File: config.mk
export PLATFORM = sky130hd
export DESIGN_NAME = main_mem_arbiter
export DESIGN_NICKNAME = d
export VERILOG_FILES = /design/src/rtl/main_mem_arbiter.sv
export SDC_FILE = /design/constraint.sdc
export NUM_CORES = 1
export LEC_CHECK = 0
export ABC_AREA = 0
export CORE_MARGIN = 3
export CORE_UTILIZATION = 42
export DETAILED_ROUTE_END_ITERATION = 10
export PLACE_DENSITY_LB_ADDON = 0.05
export SETUP_SLACK_MARGIN = 0.05
export SLEW_MARGIN = 5
export SYNTH_ARGS = -nofsm -noshare
export SYNTH_HDL_FRONTEND = slang
export SYNTH_SLANG_ARGS = --single-unit
export TNS_END_PERCENT = 50
File: constraint.sdc
create_clock -name clk_i -period 3.4 [get_ports clk_i]
set_input_delay 0.68 -clock clk_i [delete_from_list [all_inputs] [get_ports clk_i]]
set_output_delay 0.68 -clock clk_i [all_outputs]
set_load 0.05 [all_outputs]
File: src/rtl/main_mem_arbiter.sv
// main_mem_arbiter: lets the I-cache refill burst port, the D-cache port and the
// VPU memory port share one single-port SRAM. Round-robin arbitration in IDLE.
// An I-cache burst keeps the SRAM until its last beat is handshaken. Every output
// comes straight from a flop.
module main_mem_arbiter #(
    parameter int ADDR_W     = 13,
    parameter int X_ID_WIDTH = 4
) (
    input  logic                  clk_i,
    input  logic                  rst_ni,
    input  logic                  ic_arvalid_i,
    input  logic [31:0]           ic_araddr_i,
    input  logic [7:0]            ic_arlen_i,
    output logic                  ic_arready_o,
    output logic                  ic_rvalid_o,
    output logic [31:0]           ic_rdata_o,
    output logic                  ic_rlast_o,
    input  logic                  ic_rready_i,
    input  logic                  dc_rd_i,
    input  logic [3:0]            dc_wr_i,
    input  logic [31:0]           dc_addr_i,
    input  logic [31:0]           dc_wdata_i,
    output logic                  dc_accept_o,
    output logic                  dc_ack_o,
    output logic [31:0]           dc_rdata_o,
    input  logic                  vp_valid_i,
    output logic                  vp_ready_o,
    input  logic [31:0]           vp_addr_i,
    input  logic [3:0]            vp_be_i,
    input  logic [31:0]           vp_wdata_i,
    input  logic [X_ID_WIDTH-1:0] vp_id_i,
    output logic                  vp_res_valid_o,
    output logic [31:0]           vp_res_rdata_o,
    output logic [X_ID_WIDTH-1:0] vp_res_id_o,
    output logic                  mem_req_o,
    output logic [3:0]            mem_be_o,
    output logic [ADDR_W-1:0]     mem_addr_o,
    output logic [31:0]           mem_wdata_o,
    input  logic [31:0]           mem_rdata_i
);

    typedef enum logic [2:0] {
        IDLE    = 3'd0,
        IC_RD   = 3'd1,
        IC_DATA = 3'd2,
        DC_MEM  = 3'd3,
        DC_RSP  = 3'd4,
        VP_MEM  = 3'd5,
        VP_RSP  = 3'd6
    } state_e;

    // Requester indices, also the round-robin pointer encoding.
    localparam logic [1:0] SRC_IC = 2'd0;
    localparam logic [1:0] SRC_DC = 2'd1;
    localparam logic [1:0] SRC_VP = 2'd2;

    // Returns the requester that follows src in the IC -> DC -> VP ring.
    function automatic logic [1:0] next_src(input logic [1:0] src);
        logic [1:0] nxt;
        case (src)
            SRC_IC:  nxt = SRC_DC;
            SRC_DC:  nxt = SRC_VP;
            default: nxt = SRC_IC;
        endcase
        return nxt;
    endfunction

    state_e                state_q;
    logic [1:0]            ptr_q;
    logic [7:0]            len_q;
    logic [7:0]            beat_q;
    logic                  op_wr_q;
    logic [X_ID_WIDTH-1:0] id_q;

    logic                  ic_arready_q, ic_rvalid_q, ic_rlast_q;
    logic [31:0]           ic_rdata_q;
    logic                  dc_accept_q, dc_ack_q;
    logic [31:0]           dc_rdata_q;
    logic                  vp_ready_q, vp_res_valid_q;
    logic [31:0]           vp_res_rdata_q;
    logic [X_ID_WIDTH-1:0] vp_res_id_q;
    logic                  mem_req_q;
    logic [3:0]            mem_be_q;
    logic [ADDR_W-1:0]     mem_addr_q;
    logic [31:0]           mem_wdata_q;

    logic [2:0]            pend_d;
    logic [1:0]            win_d;
    logic                  unused_addr_bits;

    // Byte-address bits above the SRAM window and the byte offset are ignored.
    assign unused_addr_bits = ^{ic_araddr_i[31:ADDR_W+2], ic_araddr_i[1:0],
                                dc_addr_i[31:ADDR_W+2], dc_addr_i[1:0],
                                vp_addr_i[31:ADDR_W+2], vp_addr_i[1:0]};

    // Pick the first pending requester at or after the round-robin pointer.
    always_comb begin
        pend_d = {vp_valid_i, dc_rd_i | (|dc_wr_i), ic_arvalid_i};
        win_d  = SRC_IC;
        case (ptr_q)
            SRC_IC: begin
                if (pend_d[0])      win_d = SRC_IC;
                else if (pend_d[1]) win_d = SRC_DC;
                else if (pend_d[2]) win_d = SRC_VP;
                else                win_d = SRC_IC;
            end
            SRC_DC: begin
                if (pend_d[1])      win_d = SRC_DC;
                else if (pend_d[2]) win_d = SRC_VP;
                else if (pend_d[0]) win_d = SRC_IC;
                else                win_d = SRC_DC;
            end
            SRC_VP: begin
                if (pend_d[2])      win_d = SRC_VP;
                else if (pend_d[0]) win_d = SRC_IC;
                else if (pend_d[1]) win_d = SRC_DC;
                else                win_d = SRC_VP;
            end
            default: win_d = SRC_IC;
        endcase
    end

    // Arbitration FSM with all outputs registered; pulses default low each cycle.
    always_ff @(posedge clk_i or negedge rst_ni) begin
        if (!rst_ni) begin
            state_q        <= IDLE;
            ptr_q          <= SRC_IC;
            len_q          <= 8'd0;
            beat_q         <= 8'd0;
            op_wr_q        <= 1'b0;
            id_q           <= {X_ID_WIDTH{1'b0}};
            ic_arready_q   <= 1'b0;
            ic_rvalid_q    <= 1'b0;
            ic_rlast_q     <= 1'b0;
            ic_rdata_q     <= 32'd0;
            dc_accept_q    <= 1'b0;
            dc_ack_q       <= 1'b0;
            dc_rdata_q     <= 32'd0;
            vp_ready_q     <= 1'b0;
            vp_res_valid_q <= 1'b0;
            vp_res_rdata_q <= 32'd0;
            vp_res_id_q    <= {X_ID_WIDTH{1'b0}};
            mem_req_q      <= 1'b0;
            mem_be_q       <= 4'd0;
            mem_addr_q     <= {ADDR_W{1'b0}};
            mem_wdata_q    <= 32'd0;
        end else begin
            ic_arready_q   <= 1'b0;
            dc_accept_q    <= 1'b0;
            dc_ack_q       <= 1'b0;
            vp_ready_q     <= 1'b0;
            vp_res_valid_q <= 1'b0;
            mem_req_q      <= 1'b0;
            case (state_q)
                IDLE: begin
                    if (|pend_d) begin
                        ptr_q     <= next_src(win_d);
                        mem_req_q <= 1'b1;
                        case (win_d)
                            SRC_IC: begin
                                state_q      <= IC_RD;
                                ic_arready_q <= 1'b1;
                                mem_be_q     <= 4'd0;
                                mem_addr_q   <= ic_araddr_i[ADDR_W+1:2];
                                len_q        <= ic_arlen_i;
                                beat_q       <= 8'd0;
                            end
                            SRC_DC: begin
                                state_q     <= DC_MEM;
                                dc_accept_q <= 1'b1;
                                mem_be_q    <= dc_wr_i;
                                mem_addr_q  <= dc_addr_i[ADDR_W+1:2];
                                mem_wdata_q <= dc_wdata_i;
                                op_wr_q     <= |dc_wr_i;
                            end
                            SRC_VP: begin
                                state_q     <= VP_MEM;
                                vp_ready_q  <= 1'b1;
                                mem_be_q    <= vp_be_i;
                                mem_addr_q  <= vp_addr_i[ADDR_W+1:2];
                                mem_wdata_q <= vp_wdata_i;
                                op_wr_q     <= |vp_be_i;
                                id_q        <= vp_id_i;
                            end
                            default: begin
                                state_q <= IDLE;
                            end
                        endcase
                    end else begin
                        state_q <= IDLE;
                    end
                end
                IC_RD: begin
                    state_q <= IC_DATA;
                end
                IC_DATA: begin
                    if (!ic_rvalid_q) begin
                        // SRAM data is only valid this one cycle; hold it locally.
                        ic_rvalid_q <= 1'b1;
                        ic_rdata_q  <= mem_rdata_i;
                        ic_rlast_q  <= (beat_q == len_q);
                    end else if (ic_rready_i) begin
                        ic_rvalid_q <= 1'b0;
                        ic_rlast_q  <= 1'b0;
                        if (ic_rlast_q) begin
                            state_q <= IDLE;
                        end else begin
                            state_q    <= IC_RD;
                            mem_req_q  <= 1'b1;
                            mem_addr_q <= mem_addr_q + {{(ADDR_W-1){1'b0}}, 1'b1};
                            beat_q     <= beat_q + 8'd1;
                        end
                    end else begin
                        state_q <= IC_DATA;
                    end
                end
                DC_MEM: begin
                    mem_be_q <= 4'd0;
                    state_q  <= DC_RSP;
                end
                DC_RSP: begin
                    dc_ack_q   <= 1'b1;
                    dc_rdata_q <= op_wr_q ? 32'd0 : mem_rdata_i;
                    state_q    <= IDLE;
                end
                VP_MEM: begin
                    mem_be_q <= 4'd0;
                    state_q  <= VP_RSP;
                end
                VP_RSP: begin
                    vp_res_valid_q <= 1'b1;
                    vp_res_id_q    <= id_q;
                    vp_res_rdata_q <= op_wr_q ? 32'd0 : mem_rdata_i;
                    state_q        <= IDLE;
                end
                default: begin
                    state_q <= IDLE;
                end
            endcase
        end
    end

    assign ic_arready_o   = ic_arready_q;
    assign ic_rvalid_o    = ic_rvalid_q;
    assign ic_rdata_o     = ic_rdata_q;
    assign ic_rlast_o     = ic_rlast_q;
    assign dc_accept_o    = dc_accept_q;
    assign dc_ack_o       = dc_ack_q;
    assign dc_rdata_o     = dc_rdata_q;
    assign vp_ready_o     = vp_ready_q;
    assign vp_res_valid_o = vp_res_valid_q;
    assign vp_res_rdata_o = vp_res_rdata_q;
    assign vp_res_id_o    = vp_res_id_q;
    assign mem_req_o      = mem_req_q;
    assign mem_be_o       = mem_be_q;
    assign mem_addr_o     = mem_addr_q;
    assign mem_wdata_o    = mem_wdata_q;

endmodule

run_1/closeup.png
Region (96, 24) to (121, 49) um. Cells in grey, sequential cells in the stronger grey; small squares are vias.
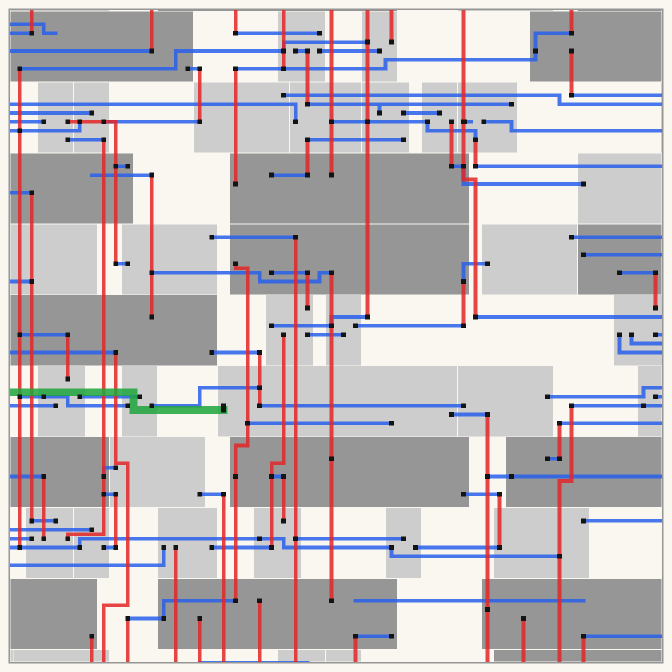
Red marks M2. Blue marks M1. Green marks M3.
Netlist names of flops here include dc_rdata_o (5), vp_res_rdata_o (4). Most frequent: dfrtp_1 (10), nand2_1 (8), o21ai_0 (8). Sequential cells in the window: 10. 37 logic cells have their middle in the window.

run_1/m4.png
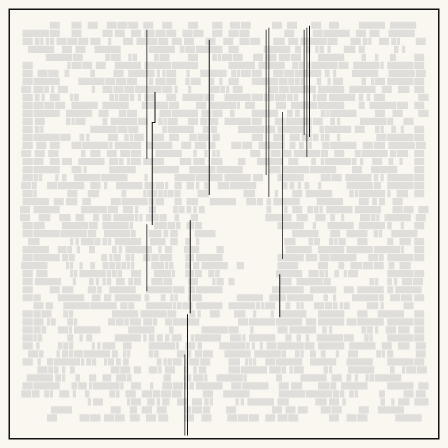
The longest straight run is 57.1 um. The wires run mostly vertical.

==> impl_metrics.ini, run 1 <==
; yosys + openroad results
[logic_synthesis]
syn_inst = 796
ys_warn_count = 0
edf_count = 0
top_area_share_pct = 56.2
yosys-stat-cells = 796
area_leaders = dfrtp_1 (56%), mux2_2 (6.8%), o21ai_0 (5.4%), nand2_1 (5.3%), mux2i_1 (3.9%)
avgSynthCellArea_um2 = 10.2
async_flop_share_pct = 100

[route]
drc = 0
dr_wl_met2_um = 11000
first_pass_iters = 5
routed_via_density = 4.95
met1_length_um = 9340
wl_um = 22200
wl_per_cell_um = 16.0

[power]
leakage_nw = 5.16
powerDensity_mw_per_mm2 = 1130
finalPower_mw = 14.1

[final_timing]
slew_viol_final = 0
worstMarginPinSlew_ns = 1.07
whs_ns = 0.246
period_needed_ns = 3.17
setup_violations = 0

[cells_and_area]
fin_area_mm2 = 0.0124
final_nets = 1339
largest_cell_class = sequential cells
logic_area_mm2 = 0.00337
lay_top_count = clkdlybuf4s50_1
areaGrowthSynthToFinish_pct = 52.4
clock_area_share_pct = 4.70
sh_seq_area_pct = 36.9
drive_gt1_share_pct = 11.0
num-fill-cells = 1616
logic_gate_count = 552
signal_buffers = 350

[floorplan]
n_tap_cell = 260
fp_util_pct = 43.1
core_mm2 = 0.0189

[clock_tree]
numCtsBuffers = 17
cts_sinks = 183
htreeDepth = 4
cts_tree = yes
clock_path_buffers = 2

[placement]
place_ws_ns = -0.265
hpwl_um = 16700
placedInstanceArea_mm2 = 0.0118

[setup_path]
crit_required_ns = 3.71

[grt]
use_met3_pct = 5.37
grt.met1_usage_pct = 26.7
antenna_found_initial = 1
grt_pass1_wl_um = 36200
grt_overflow = 0
grt_max_degree = 75

[outcome]
status = finished, final reports clean

[worst_hold_path]
hold_class = primary input to asynchronous set/reset pin
run_1/congestion_map.png
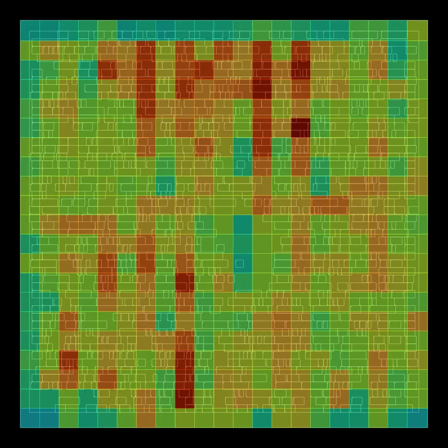
Final Core Density: 65.7%
met2 usage: 35.4%
All-Layer GR Usage: 21.1%

## run 1: worst register-to-register path, cell delays in order, from the launching register on
cell      delay (ns)
dfrtp_1         0.32
inv_1           0.08
nor2_1          0.25
a21oi_1         0.06
o311ai_0        0.44
buf_4           0.21
inv_1           0.06
ha_2            0.19
nor3_1          0.32
o32ai_1         0.17
and3_4          0.23
buf_4           0.16
a21oi_1         0.12
a21oi_1         0.05
## run 1: final timing paths
kind,start,to,slack (ns),cells past startpoint
setup / recovery,dc_wr_i[1],mem_addr_o[5],0.23,13
hold / removal,rst_ni,dc_rdata_o[5],0.25,1
setup reg to reg,ptr_q[0],mem_addr_o[10],0.62,13
hold reg to reg,id_q[3],vp_res_id_o[3],0.46,2
max in group asynchronous,rst_ni,dc_rdata_o[19],2.35,2
min in group clk_i,id_q[3],vp_res_id_o[3],0.46,2
## run 1: sequential cells by signal, summed over array words and instances, names as in the netlist, 2 cells and up
name	cells
mem_wdata_o	32
ptr_q	2
mem_addr_o	13
state_q	3
beat_q	8
dc_rdata_o	32
vp_res_id_o	4
id_q	4
vp_res_rdata_o	32
mem_be_o	4
len_q	8
ic_rdata_o	32
## run 1: power by group through the flow
stage	Sequential, mW	Clock, mW	Combinational (mW)
floorplan	6.90	0	2.29
global route	3.99	2.10	8.83
CTS	3.84	2.00	8.37
detailed placement	3.88	0	8.34
finish	3.83	1.96	8.29
global placement	3.85	0	8.27
## run 1: cells by family after synthesis
logic type	share of synthesized area (%)
AND/OR/NAND/NOR	14.2
AND-OR/OR-AND	13.6
flip-flops	56.2
multiplexers	10.7
buffers and inverters	2.98
XOR/XNOR	0.968
adder cells (fa/ha/maj)	1.35
run_1/layers.png
Only two layers are drawn.
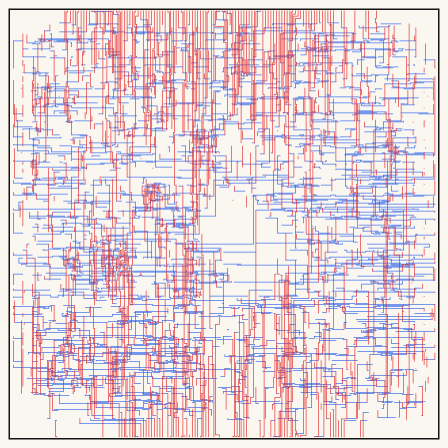

==> inputs of run 2 (changes only) <==
--- a/config.mk
+++ b/config.mk
@@ -6,9 +6,9 @@
 export NUM_CORES = 1
 export LEC_CHECK = 0
 export ABC_AREA = 0
-export CORE_MARGIN = 3
-export CORE_UTILIZATION = 42
+export CORE_AREA = 2 2 147 149
 export DETAILED_ROUTE_END_ITERATION = 10
+export DIE_AREA = 0 0 149 151
 export PLACE_DENSITY_LB_ADDON = 0.05
 export SETUP_SLACK_MARGIN = 0.05
 export SLEW_MARGIN = 5
run_2/layers.png
Only two layers are drawn.
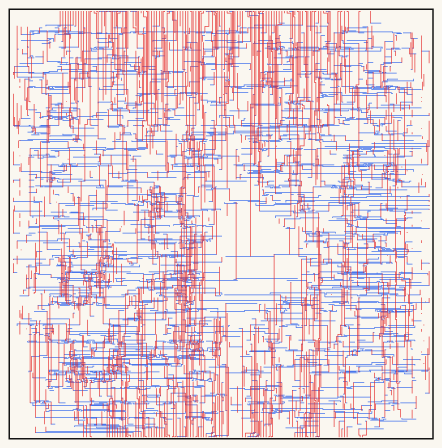
Blue marks M1, wire length 9,840 um. Red marks M2, wire length 11,600 um.
vias after detailed routing: 6,848
WL per Instance: 16.3 um
All-Layer GR Usage: 20.5%

==> impl_metrics.ini, run 2 <==
; yosys + openroad results
[final_timing]
setup_violations = 0
slew_viol_final = 0

[setup_path]
worst-path-stages = 14
crit_end = mem_addr_o[7]
rr_endpoint = mem_addr_o[5]
crit_required_ns = 3.70
r2r_slack_ns = 0.68

[route]
routed_via_density = 4.87
drc = 0
wl_um = 23000
first_pass_iters = 4

[power]
leakage_nw = 5.22
power_leader = combinational logic
powerDensity_mw_per_mm2 = 1140
clock_net_power_mw = 2.01

[cells_and_area]
final_util_pct = 60.0
areaGrowthSynthToFinish_pct = 53.5
drive_gt1_share_pct = 11.5
lay_top_count = clkdlybuf4s50_1
final_nets = 1344
fin_area_mm2 = 0.0125

[logic_synthesis]
most_common_cell = dfrtp_1
async_flop_share_pct = 100
aoi_share_pct = 13.6
syn_inst = 796
yosys-stat-cells = 796
area_leaders = dfrtp_1 (56%), mux2_2 (6.8%), o21ai_0 (5.4%), nand2_1 (5.3%), mux2i_1 (3.9%)
avgSynthCellArea_um2 = 10.2
ys_warn_count = 0
synth_xor_xnor_area_share_pct = 0.968
logic_family = simple AND/OR/NAND/NOR gates
top_area_share_pct = 56.2
synth_adder_area_share_pct = 1.35
ys_sh_mux_pct = 10.7
synthSimpleGateAreaFrac_pct = 14.2

[placement]
placedInstanceArea_mm2 = 0.0119
hpwl_um = 16700

[floorplan]
core_mm2 = 0.0208
fp_util_pct = 39.1

[clock_tree]
clock_path_buffers = 2
numCtsBuffers = 17
cts_tree = yes
htreeDepth = 4

[grt]
antenna_found_initial = 0
grt_overflow = 0
grt_pass1_wl_um = 35800

[worst_hold_path]
hold_class = primary input to asynchronous set/reset pin

[outcome]
status = finished, final reports clean
[run 2: routing by layer]
| layer | part of all wire (%) | vias to the layer above | track usage, % |
|---|---|---|---|
| met5 | 0 | - | 0 |
| met4 | 1.4 | 0 | 5.90 |
| met3 | 5.4 | 19 | 4.88 |
| met2 | 50 | 174 | 34.2 |
| met1 | 43 | 3246 | 26.6 |
| li1 | - | 3409 | - |
[run 2: layout make-up]
class	instances	area, um2
multi-input cells	552	3360
repair buffers	355	3570
flip-flops and latches	183	4580
diodes	1	2.50
inverters	9	33.8
well taps	275	344
clock inverters	14	165
clock buffers	18	439
fillers	1875	8320
[run 2: through the flow]
step           cells  power, mW  hold WS (ns)  TNS [ns]  worst slack [ns]
6_report        1407       14.2         0.242         0             0.178
5_1_grt         1406       15.1         0.278         0            0.0640
4_1_cts         1406       14.4         0.253         0             0.153
3_5_place_dp    1374       12.3         0.449    -11.38            -0.403
3_3_place_gp    1374       12.2         0.445    -10.41            -0.406
2_1_floorplan    796       9.19         0.384     -3.29            -0.123
[run 2: kinds of logic (layout without fill, tap and decap cells)]
group                    after synthesis  after routing
AND-OR/OR-AND                        195            195
XOR/XNOR                               9              9
adder cells (fa/ha/maj)                9              9
buffers and inverters                 61            396
flip-flops                           183            183
multiplexers                          81             81
other                                  0              1
AND/OR/NAND/NOR                      258            258
[run 2: repair_timing]
action                                 4_1_cts  5_1_grt
gates resized                                1        3
endpoints found under the hold margin        0        0
setup endpoints to repair                    1       12
[run 2: worst register-to-register path, stage by stage, from the launching register on]
cell	delay [ns]
dfrtp_1	0.34
inv_1	0.08
nor2_1	0.23
a21oi_1	0.06
o311ai_0	0.50
buf_4	0.22
ha_1	0.21
nor3_2	0.07
o32ai_1	0.14
and3_2	0.39
o21ai_0	0.13
a22o_1	0.24
run_2/closeup.png
Region (99, 25) to (124, 50) um. Cells in grey, sequential cells in the stronger grey; small squares are vias.
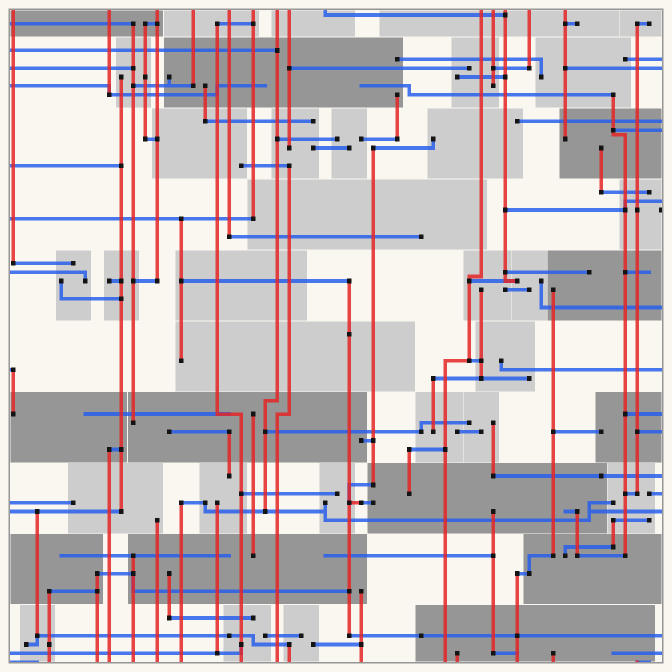

==> inputs of run 3 (changes only) <==
--- a/config.mk
+++ b/config.mk
@@ -9,6 +9,7 @@
 export CORE_AREA = 2 2 147 149
 export DETAILED_ROUTE_END_ITERATION = 10
 export DIE_AREA = 0 0 149 151
+export GPL_TIMING_DRIVEN = 0
 export PLACE_DENSITY_LB_ADDON = 0.05
 export SETUP_SLACK_MARGIN = 0.05
 export SLEW_MARGIN = 5
run_3/closeup.png
Region (99, 25) to (124, 50) um. Cells in grey, sequential cells in the stronger grey; small squares are vias.
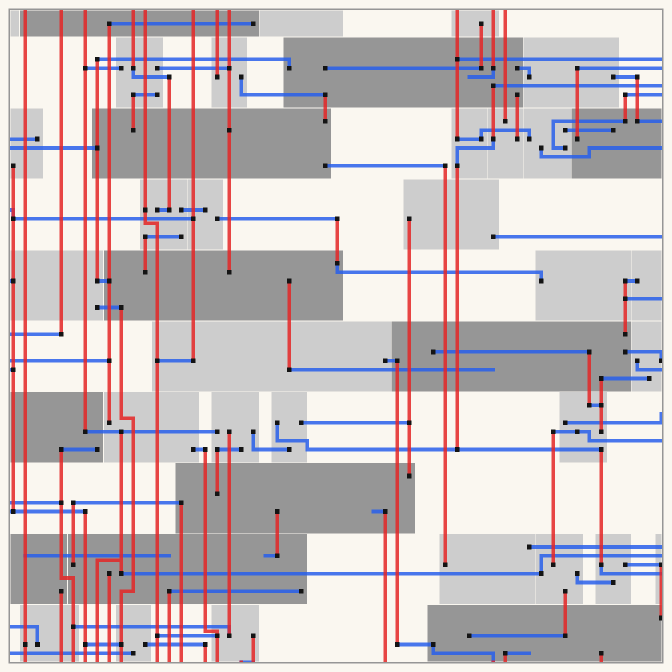
Blue marks M1. Red marks M2.
31 logic cells have their middle in the window. Most frequent: nand2_1 (7), o21ai_0 (7), dfrtp_1 (7). Sequential cells in the window: 7. Netlist names of flops here include dc_rdata_o (5), vp_res_rdata_o (2).

==> impl_metrics.ini, run 3 <==
; yosys + openroad results
[worst_hold_path]
hold_class = primary input to asynchronous set/reset pin

[final_timing]
slew_viol_final = 0
worstMarginPinSlew_ns = 0.685
period_needed_ns = 3.17
fin_ws_ns = 0.228
setup_violations = 0
tns_ns = 0
whs_ns = 0.188
fin_crit_sh_pct = 93.3
report.final.hold_viol_count = 0

[logic_synthesis]
area_leaders = dfrtp_1 (56%), mux2_2 (6.8%), o21ai_0 (5.4%), nand2_1 (5.3%), mux2i_1 (3.9%)
synth_seq_share_pct = 56.2
synth_top_flop_cell = dfrtp_1
most_common_cell = dfrtp_1
yosys-stat-cells = 796
ys_warn_count = 0
top_area_share_pct = 56.2
ys_types = 48
avgSynthCellArea_um2 = 10.2
edf_count = 0
common_cells = dfrtp_1 (183), nand2_1 (115), o21ai_0 (88)
syn_inst = 796
async_flop_share_pct = 100
numSynthFlops = 183

[grt]
grt_pass1_wl_um = 38200
grt.total_usage_pct = 21.7
grt_overflow = 0
grt_max_degree = 106
antenna_found_initial = 0
grt_pass1_vias = 7015

[route]
drc = 0
routed_via_density = 4.97
wl_um = 24500
first_pass_iters = 5
num_vias = 7061
wl_per_cell_um = 17.3

[cells_and_area]
areaGrowthSynthToFinish_pct = 52.7
lay_top_count = clkdlybuf4s50_1
final_util_pct = 59.7
stdcell_count = 1420
drive_gt1_share_pct = 10.5
final_nets = 1358
fin_area_mm2 = 0.0124
layout_top_cells = clkdlybuf4s50_1 (316), dfrtp_1 (183), nand2_1 (115), o21ai_0 (88), nor2_1 (66)

[outcome]
status = finished, final reports clean

[clock_tree]
htreeDepth = 4
cts_hold_buf = 0
cts-root-buf = clkbuf_16
cts_resized = 29
numCtsBuffers = 17
cts_tree = yes
cts_sinks = 183
clock_path_buffers = 2

[power]
finalPower_mw = 14.3
power_leader = combinational logic
p_sw_mw = 7.03
leakage_nw = 5.16
p_seq_mw = 3.78
switching_share_pct = 49.2
clock_net_power_mw = 2.05
powerDensity_mw_per_mm2 = 1150
clock_power_share_pct = 14.3
powerComb_mw = 8.45

[placement]
place_ws_ns = -1.53
placedInstanceArea_mm2 = 0.0117
port_buffers = 317
hpwl_um = 18600
place_inst = 1389

[setup_path]
cp.arrival_ns = 3.49
timing_worst_setup_path_type = primary input to flip-flop
crit_required_ns = 3.72
crit_path_max_fanout = 10
r2r_slack_ns = 0.82
cp-end-kind = flip-flop

[floorplan]
die_h_um = 151
die-area_mm2 = 0.0225
fp_util_pct = 39.1
core_mm2 = 0.0208
ios = 375

[run]
max-cap-violations = 0
tool_warnings = 93
## run 3: cell counts after synthesis
No cell type changed its count.
## run 3: critical path, stage by stage
cell and delay (ns):
clkdlybuf4s50_1 0.47, or4_4 0.60, nor2_2 0.14, or3_1 0.16
o311ai_4 0.16, inv_2 0.14, ha_4 0.21, clkbuf_2 0.28
clkbuf_4 0.32, mux2i_1 0.23, a21oi_1 0.09
## run 3: layer usage
layer  part of all wire (%)  global-route usage (%)
met1                     43                    28.3
met2                     49                    36.7
met3                    5.9                    4.55
met4                    1.7                    6.52
met5                      0                       0
## run 3: logic make-up after synthesis
group                    Yosys count  synth area share [%]
AND/OR/NAND/NOR                  258                  14.2
multiplexers                      81                  10.7
adder cells (fa/ha/maj)            9                  1.35
XOR/XNOR                           9                 0.968
buffers and inverters             61                  2.98
flip-flops                       183                  56.2
AND-OR/OR-AND                    195                  13.6
## run 3: layout make-up
type / instances / area, um2
Fill cell: 1888 / 8390
Timing Repair Buffer: 320 / 3220
Inverter: 9 / 33.8
Multi-Input combinational cell: 552 / 3400
Tap cell: 275 / 344
Sequential cell: 183 / 4580
Buffer: 49 / 238
Clock inverter: 14 / 186
Antenna cell: 1 / 2.50
Clock buffer: 17 / 425
## run 3: path summary, 6_finish.rpt
check / start / endpoint / depth (start not counted)
worst max register to register: ptr_q[0] / mem_addr_o[5] / 11
worst max-delay path: dc_wr_i[1] / mem_wdata_o[17] / 11
min in group clk_i: id_q[1] / vp_res_id_o[1] / 2
worst min-delay path: rst_ni / vp_res_rdata_o[8] / 1
worst min register to register: id_q[1] / vp_res_id_o[1] / 2
max in group asynchronous: rst_ni / mem_wdata_o[4] / 2
Power figures rest on the tool's default switching activity, not on a simulated workload.
